io_fan.png
Drawn at 3 px/um.
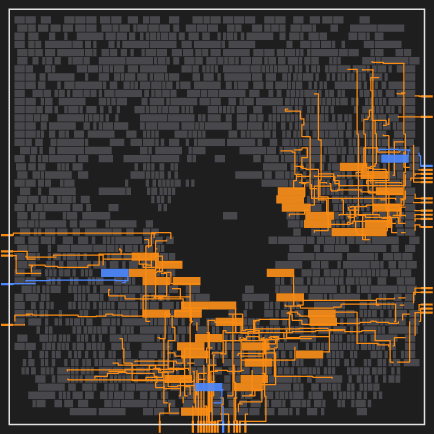
flops_by_reg.png
Drawn at 2 px/um. Other sequential cells in the stronger gray, the rest of the logic in the fainter gray.
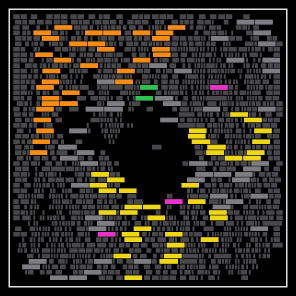
wires.png
Drawn at 3 px/um.
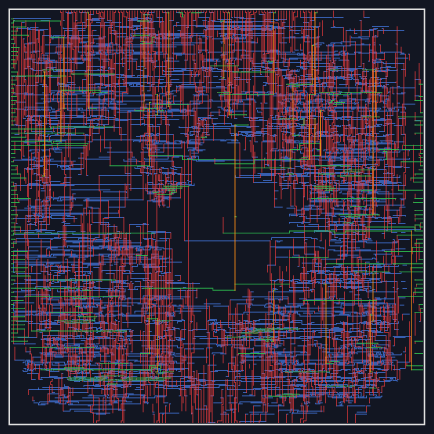
logic_types.png
Drawn at 3 px/um.
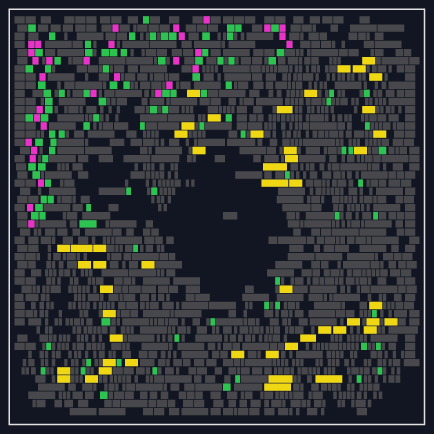
clocks.png
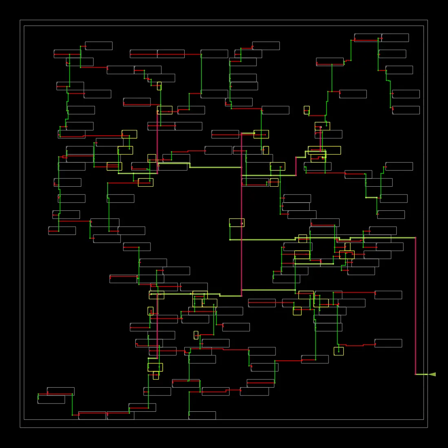
`src/rtl/out_drain_ctrl_pkg.sv`:
```
// out_drain_pkg: shared constants and types for the output-buffer drain
// scheduler (out_drain_ctrl) and its arbiter (rr_arb3).
//   NPORT        number of output RAMs
//   ADDR_W       RAM address width, DEPTH = 2**ADDR_W
//   DATA_W       RAM word width
//   drain_state_e  FSM encoding IDLE/READ/LOAD/HOLD
//   port_idx_t   2-bit RAM index
package out_drain_pkg;

    localparam int NPORT  = 3;
    localparam int ADDR_W = 12;
    localparam int DATA_W = 32;
    localparam int DEPTH  = 1 << ADDR_W;

    typedef enum logic [1:0] {
        IDLE = 2'd0,
        READ = 2'd1,
        LOAD = 2'd2,
        HOLD = 2'd3
    } drain_state_e;

    typedef logic [1:0] port_idx_t;

    // Next port index in 0 -> 1 -> 2 -> 0 order.
    function automatic port_idx_t next_port(input port_idx_t p);
        return (p == 2'd2) ? 2'd0 : p + 2'd1;
    endfunction

endpackage

```
`src/rtl/out_drain_ctrl_if.sv`:
```
// out_drain_ctrl_if: drained-word stream toward the host read logic.
//   out_data   drained RAM word
//   out_port   source RAM index (0..2)
//   out_valid  out_data/out_port valid
//   out_ready  consumer accepts the word
// Handshake: a word transfers on a rising edge where out_valid && out_ready.
// While out_valid is high and out_ready low, out_data and out_port hold
// steady and out_valid stays high; out_valid never depends on out_ready.
// Modports: master (producer, out_drain_ctrl), slave (consumer).
interface out_drain_ctrl_if #(
    parameter int DATA_W = 32
) ();
    logic [DATA_W-1:0] out_data;
    logic [1:0]        out_port;
    logic              out_valid;
    logic              out_ready;

    modport master (
        output out_data,
        output out_port,
        output out_valid,
        input  out_ready
    );

    modport slave (
        input  out_data,
        input  out_port,
        input  out_valid,
        output out_ready
    );
endinterface

```
`src/rtl/out_drain_ctrl_rr_arb3.sv`:
```
// rr_arb3: combinational 3-way arbiter for the drain scheduler.
//   request     per-RAM non-empty flags
//   last_grant  index granted last time
//   grant       chosen index (valid when any_req)
//   any_req     at least one request
// Build option: OUT_DRAIN_STRICT_PRIO_EN selects fixed priority 0 > 1 > 2
// and ignores last_grant; otherwise round-robin starting after last_grant.
module rr_arb3
    import out_drain_pkg::*;
(
    input  logic [2:0] request,
    input  port_idx_t  last_grant,
    output port_idx_t  grant,
    output logic       any_req
);

`ifdef OUT_DRAIN_STRICT_PRIO_EN
    logic unused_last_grant;
    assign unused_last_grant = ^last_grant;

    always_comb begin
        grant   = 2'd0;
        any_req = |request;
        if (request[0])      grant = 2'd0;
        else if (request[1]) grant = 2'd1;
        else if (request[2]) grant = 2'd2;
    end
`else
    port_idx_t p1;
    port_idx_t p2;

    always_comb begin
        p1      = next_port(last_grant);
        p2      = next_port(p1);
        grant   = 2'd0;
        any_req = |request;
        // Search order: last_grant+1, last_grant+2, then last_grant itself.
        if (request[p1])              grant = p1;
        else if (request[p2])         grant = p2;
        else if (request[last_grant]) grant = last_grant;
    end
`endif

endmodule

```
`src/rtl/out_drain_ctrl.sv`:
```
// out_drain_ctrl: drain scheduler for the three output RAMs.
// Owns per-RAM write/read pointers, arbitrates among non-empty RAMs and
// sequences the one-cycle-latency RAM read onto a valid/ready stream.
// Ports:
//   clk, reset_n       clock, asynchronous active-low reset
//   wr_strobe[i]       engine i writes one word into RAM i
//   ram_wraddress/wren per-RAM write port (combinational from pointers)
//   ram_rdaddress/rden per-RAM read port, rden one-hot or zero
//   ram_q              per-RAM read data, valid one cycle after rden
//   drain_en           permits new grants
//   out_s              drained-word stream (master modport)
//   fill               per-RAM occupancy 0..DEPTH
//   overflow           sticky dropped-write flags
//   state_dbg          current FSM state
// Build option: OUT_DRAIN_STRICT_PRIO_EN (see rr_arb3).
module out_drain_ctrl
    import out_drain_pkg::NPORT;
    import out_drain_pkg::port_idx_t;
    import out_drain_pkg::IDLE;
    import out_drain_pkg::READ;
    import out_drain_pkg::LOAD;
    import out_drain_pkg::HOLD;
#(
    parameter int ADDR_W = out_drain_pkg::ADDR_W,
    parameter int DATA_W = out_drain_pkg::DATA_W
) (
    input  logic                          clk,
    input  logic                          reset_n,
    input  logic [NPORT-1:0]              wr_strobe,
    output logic [NPORT*ADDR_W-1:0]       ram_wraddress,
    output logic [NPORT-1:0]              ram_wren,
    output logic [NPORT*ADDR_W-1:0]       ram_rdaddress,
    output logic [NPORT-1:0]              ram_rden,
    input  logic [NPORT*DATA_W-1:0]       ram_q,
    input  logic                          drain_en,
    out_drain_ctrl_if.master              out_s,
    output logic [NPORT*(ADDR_W+1)-1:0]   fill,
    output logic [NPORT-1:0]              overflow,
    output logic [1:0]                    state_dbg
);

    localparam int PTR_W = ADDR_W + 1;
    localparam logic [PTR_W-1:0] DEPTH_P = {1'b1, {ADDR_W{1'b0}}};

    localparam logic [1:0] ST_IDLE = 2'(IDLE);
    localparam logic [1:0] ST_READ = 2'(READ);
    localparam logic [1:0] ST_LOAD = 2'(LOAD);
    localparam logic [1:0] ST_HOLD = 2'(HOLD);

    // Pointers carry one extra wrap bit so full and empty are distinct.
    logic [PTR_W-1:0]  wr_ptr [NPORT];
    logic [PTR_W-1:0]  rd_ptr [NPORT];
    logic [PTR_W-1:0]  occ    [NPORT];
    logic [NPORT-1:0]  full;
    logic [NPORT-1:0]  nonempty;

    logic [1:0]        state;
    port_idx_t         g;
    port_idx_t         last_grant;
    port_idx_t         arb_grant;
    logic              any_req;
    logic [DATA_W-1:0] q_sel;

    assign state_dbg = state;

    always_comb begin
        for (int i = 0; i < NPORT; i++) begin
            occ[i]      = wr_ptr[i] - rd_ptr[i];
            full[i]     = (occ[i] == DEPTH_P);
            nonempty[i] = (occ[i] != '0);
            ram_wren[i] = wr_strobe[i] && !full[i];
            ram_rden[i] = (state == ST_READ) && (g == port_idx_t'(i));
            ram_wraddress[i*ADDR_W +: ADDR_W] = wr_ptr[i][ADDR_W-1:0];
            ram_rdaddress[i*ADDR_W +: ADDR_W] = rd_ptr[i][ADDR_W-1:0];
            fill[i*PTR_W +: PTR_W]            = occ[i];
        end
    end

    always_comb begin
        q_sel = ram_q[DATA_W-1:0];
        if (g == 2'd1) q_sel = ram_q[DATA_W +: DATA_W];
        if (g == 2'd2) q_sel = ram_q[2*DATA_W +: DATA_W];
    end

    rr_arb3 u_arb (
        .request    (nonempty),
        .last_grant (last_grant),
        .grant      (arb_grant),
        .any_req    (any_req)
    );

    // Pointer and overflow tracking. A write against a full RAM is dropped
    // even if a read retires a word on the same edge.
    always_ff @(posedge clk or negedge reset_n) begin
        if (!reset_n) begin
            for (int i = 0; i < NPORT; i++) begin
                wr_ptr[i] <= '0;
                rd_ptr[i] <= '0;
            end
            overflow <= '0;
        end else begin
            for (int i = 0; i < NPORT; i++) begin
                if (ram_wren[i])
                    wr_ptr[i] <= wr_ptr[i] + 1'b1;
                if (ram_rden[i])
                    rd_ptr[i] <= rd_ptr[i] + 1'b1;
                if (wr_strobe[i] && full[i])
                    overflow[i] <= 1'b1;
            end
        end
    end

    // Drain sequence: IDLE grants, READ issues rden, LOAD captures ram_q,
    // HOLD presents the word until the consumer takes it.
    always_ff @(posedge clk or negedge reset_n) begin
        if (!reset_n) begin
            state           <= ST_IDLE;
            g               <= 2'd0;
            last_grant      <= 2'd2;
            out_s.out_data  <= '0;
            out_s.out_port  <= 2'd0;
            out_s.out_valid <= 1'b0;
        end else begin
            case (state)
                ST_IDLE: begin
                    if (drain_en && any_req) begin
                        g          <= arb_grant;
                        last_grant <= arb_grant;
                        state      <= ST_READ;
                    end
                end
                ST_READ: state <= ST_LOAD;
                ST_LOAD: begin
                    out_s.out_data  <= q_sel;
                    out_s.out_port  <= g;
                    out_s.out_valid <= 1'b1;
                    state           <= ST_HOLD;
                end
                ST_HOLD: begin
                    if (out_s.out_valid && out_s.out_ready) begin
                        out_s.out_valid <= 1'b0;
                        state           <= ST_IDLE;
                    end
                end
                default: state <= ST_IDLE;
            endcase
        end
    end

endmodule

```
`src/flat_wrapper.sv`:
```
// flat-port wrapper written by rule: the top's interface ports become plain ports
module out_drain_ctrl_flat import out_drain_pkg::NPORT; import out_drain_pkg::port_idx_t; import out_drain_pkg::IDLE; import out_drain_pkg::READ; import out_drain_pkg::LOAD; import out_drain_pkg::HOLD;
#(
    parameter int ADDR_W = out_drain_pkg::ADDR_W,
    parameter int DATA_W = out_drain_pkg::DATA_W
)
  (clk, reset_n, wr_strobe, ram_wraddress, ram_wren, ram_rdaddress, ram_rden, ram_q, drain_en, fill, overflow, state_dbg, out_s_out_data, out_s_out_port, out_s_out_valid, out_s_out_ready);
  out_drain_ctrl_if #(.DATA_W(DATA_W)) out_s_i ();
  input  logic clk;
  input  logic reset_n;
  input  logic [NPORT-1:0] wr_strobe;
  output logic [NPORT*ADDR_W-1:0] ram_wraddress;
  output logic [NPORT-1:0] ram_wren;
  output logic [NPORT*ADDR_W-1:0] ram_rdaddress;
  output logic [NPORT-1:0] ram_rden;
  input  logic [NPORT*DATA_W-1:0] ram_q;
  input  logic drain_en;
  output logic [NPORT*(ADDR_W+1)-1:0] fill;
  output logic [NPORT-1:0] overflow;
  output logic [1:0] state_dbg;
  output wire logic [$bits(out_s_i.out_data)-1:0] out_s_out_data;
  output wire logic [$bits(out_s_i.out_port)-1:0] out_s_out_port;
  output wire logic [$bits(out_s_i.out_valid)-1:0] out_s_out_valid;
  input wire logic [$bits(out_s_i.out_ready)-1:0] out_s_out_ready;
  assign out_s_out_data = out_s_i.out_data;
  assign out_s_out_port = out_s_i.out_port;
  assign out_s_out_valid = out_s_i.out_valid;
  assign out_s_i.out_ready = out_s_out_ready;
  out_drain_ctrl #(.ADDR_W(ADDR_W), .DATA_W(DATA_W)) u_core (.clk(clk), .reset_n(reset_n), .wr_strobe(wr_strobe), .ram_wraddress(ram_wraddress), .ram_wren(ram_wren), .ram_rdaddress(ram_rdaddress), .ram_rden(ram_rden), .ram_q(ram_q), .drain_en(drain_en), .out_s(out_s_i), .fill(fill), .overflow(overflow), .state_dbg(state_dbg));
endmodule
```
`config.mk`:
```
export PLATFORM = sky130hd
export DESIGN_NAME = out_drain_ctrl_flat
export DESIGN_NICKNAME = d
export VERILOG_FILES = /design/src/rtl/out_drain_ctrl_pkg.sv /design/src/rtl/out_drain_ctrl_if.sv /design/src/rtl/out_drain_ctrl_rr_arb3.sv /design/src/rtl/out_drain_ctrl.sv /design/src/flat_wrapper.sv
export SDC_FILE = /design/constraint.sdc
export NUM_CORES = 1
export LEC_CHECK = 0
export ABC_AREA = 1
export CAP_MARGIN = 15
export CORE_UTILIZATION = 50
export CTS_BUF_LIST = sky130_fd_sc_hd__clkbuf_8
export DETAILED_ROUTE_END_ITERATION = 8
export GPL_TIMING_DRIVEN = 0
export MAX_ROUTING_LAYER = met4
export PLACE_DENSITY = 0.9
export SETUP_SLACK_MARGIN = 0.2
export SLEW_MARGIN = 25
export SYNTH_ARGS = -nofsm -noshare
export SYNTH_HDL_FRONTEND = slang
export SYNTH_SLANG_ARGS = --single-unit
```
`constraint.sdc`:
```
create_clock -name clk -period 4.15 [get_ports clk]
set_clock_uncertainty 0.2 [all_clocks]
set_input_delay 0.83 -clock clk [delete_from_list [all_inputs] [get_ports clk]]
set_output_delay 0.83 -clock clk [all_outputs]
set_load 0.02 [all_outputs]
```
==> flow_summary.toml <==
# flow metrics
[outcome]
status = "finished clean"

[synth]
syn_area_per_cell_um2 = 7.24
top_logic_kind = "simple AND/OR/NAND/NOR gates"
yosys_warnings = 0
ff_type = "dfrtp_1"
yosys.cell_types.count = 40
yosys.area.top_type = "dfrtp_1"
aoi_share_pct = 7.32
fa_ha_area_share_pct = 7.01
ys_seq_share_pct = 32.8
synth_nets = 1429
muxShareOfSynthArea_pct = 0
synth_area_um2 = 9240
synth-cells-yosys = 1276
yosys.area_share.simple_pct = 31.2
yosys_area_um2 = 9240
async_flop_share_pct = 100
ys_sh_xor_pct = 7.01
synth_flop_count = 121
edf_count = 0

[critical_path]
critical_path.max_stage_delay_ns = 0.40
crit_fanout = 9
cp_top_family = "simple AND/OR/NAND/NOR gates"
rr_worst_depth = 26
crit_arrival_ns = 2.86
critical_path_required_ns = 3.12
r2r_start = "u_core.ram_wraddress[12]"
crit_path_end = "ram_wren[1]"
startpoint_type = "register"
end_kind = "output pin"
critPathBufInv = 4
path_class = "reg -> out"
setup.worst_path.start = "u_core.ram_wraddress[12]"
slowest_stage = "fa_1"
cpMostUsedCell = "nand2_1"

[grt]
grt_max_degree = 65
gr-total-overflow = 0
gr-usage-met1_pct = 34.7
grt_pass1_wl_um = 40400
top_usage_layer = "met2"
gr-usage-met2_pct = 46.2

[power]
switchingPower_mw = 4.73
swShare_pct = 48.8
p_clk_share_pct = 10.1
seqPwrFrac_pct = 20.0
internal_power_mw = 4.96
power_frac_comb_pct = 69.9

[final_timing]
hold_violations = 0
post-route-min-period_ns = 3.89
drv_slew = 0
finalSetupViolations = 0
slew_headroom_pct = 61.3
worst_pin_slew_ns = 0.580
fin_setup_tns_ns = 0
timing.fmax_mhz = 257
holdWs_ns = 0.113

[routing]
detail-route-antenna-nets = 0
dr_wl_met3_um = 1670
vias_per_cell = 5.16
first_pass_iters = 6
met2_length_um = 13200
m1WireLength_um = 11000

[job]
warning_count = 32

[floorplanning]
fp_util_pct = 51.3
rows = 49
coreArea_um2 = 18000
fp.dieW_um = 138
tap_cells = 229

[layout]
logic_gates = 871
ff_count = 121
clk_share_pct = 2.78
fillers = 1398
layout-drive-gt1-share_pct = 15.5
seq-cell-share_pct = 23.6
area_dominant_class = "logic gates"
final.clkbuf_count = 18
signal_buffers = 390
comb_area_um2 = 4950
final_util_pct = 71.5
layout.nonclk_buf_share_pct = 27.5
syn2layout_area_growth_pct = 39.4
most-common-layout-cells = "nand2_1, clkdlybuf4s50_1, inv_1, dfrtp_1, buf_4"
stdcell_area_um2 = 12900
fin_cells = 1832
antennaDiodeCount = 0
final_net_count = 1743

[clock_network]
cts_tree = "yes"
h-tree-depth = 4
ctsHoldBuffers = 0
cts_resized = 27

[placement]
place_area_um2 = 12200
gp_congestion = 0.905
pre_cts_ws_ns = 0.0292
-- io_fan.png (at the start) --
overflow: marked blue, bits 3, direction output, end cells 3, buffers 3, wire 78.1 um. ram_wraddress: marked orange, bits 36, direction output, end cells 36, buffers 78, wire 2,840 um.
I/O pins: 260
# port buffers: 259

-- flops_by_reg.png (at the start) --
u_core.out_s.out_data: marked orange, sequential cells 32. u_core.ram_wraddress: marked yellow, sequential cells 36. u_core.state_dbg: marked green, sequential cells 2. u_core.wr_ptr: marked magenta, sequential cells 3.
Another 48 sequential cells are not colored.
sequential power: 1.94 mW
register cell area after layout: 3040 um2

-- wires.png (at the start) --
metal 3: marked green, wire length 1,670 um. metal 1: marked blue, wire length 11,000 um. metal 4: marked orange, wire length 676 um. metal 2: marked red, wire length 13,200 um.
vias: 9,444
routed wire length: 26,500 um
DR WL/cell: 14.5 um
gr usage total: 27.9%

-- logic_types.png (at the start) --
and/or cells: marked magenta, cells 32, most used or2_2. fa/ha/maj cells: marked yellow, cells 50, most used ha_1, where spread over the die. aoi and oai cells: marked green, cells 104, most used a31oi_1, where spread over the die.
Comb/total area: 38.4%
most numerous logic cell after layout: nand2_1

-- clocks.png (at the start) --
clk sinks: 121
Clock group: 0.977 mW
Latency at later pin: 0.44 ns
Num CTS Buffers: 17

## sequential cells by signal, indices dropped and copies added (netlist names)
name,cells
u_core.overflow,3
u_core.ram_wraddress,36
u_core.out_s.out_data,32
u_core.out_s.out_valid,1
u_core.out_s.out_port,2
u_core.state_dbg,2
u_core.last_grant,2
u_core.rd_ptr,3
u_core.ram_rdaddress,36
u_core.g,1
u_core.wr_ptr,3
## power by group through the flow
stage | Clock [mW] | Combinational (mW) | Sequential [mW]
floorplan | 0 | 3.84 | 2.06
global placement | 0 | 6.25 | 1.94
detailed placement | 0 | 6.38 | 1.96
CTS | 0.993 | 6.57 | 1.92
global route | 1.05 | 7.38 | 1.99
finish | 0.977 | 6.78 | 1.94
## logic make-up after synthesis
logic type,count (synthesis)
buf+inv,284
compound gates,105
flops,121
xor+xnor,74
fa+ha+maj,50
simple gates,642
Power is estimated from default activity; no workload was simulated.
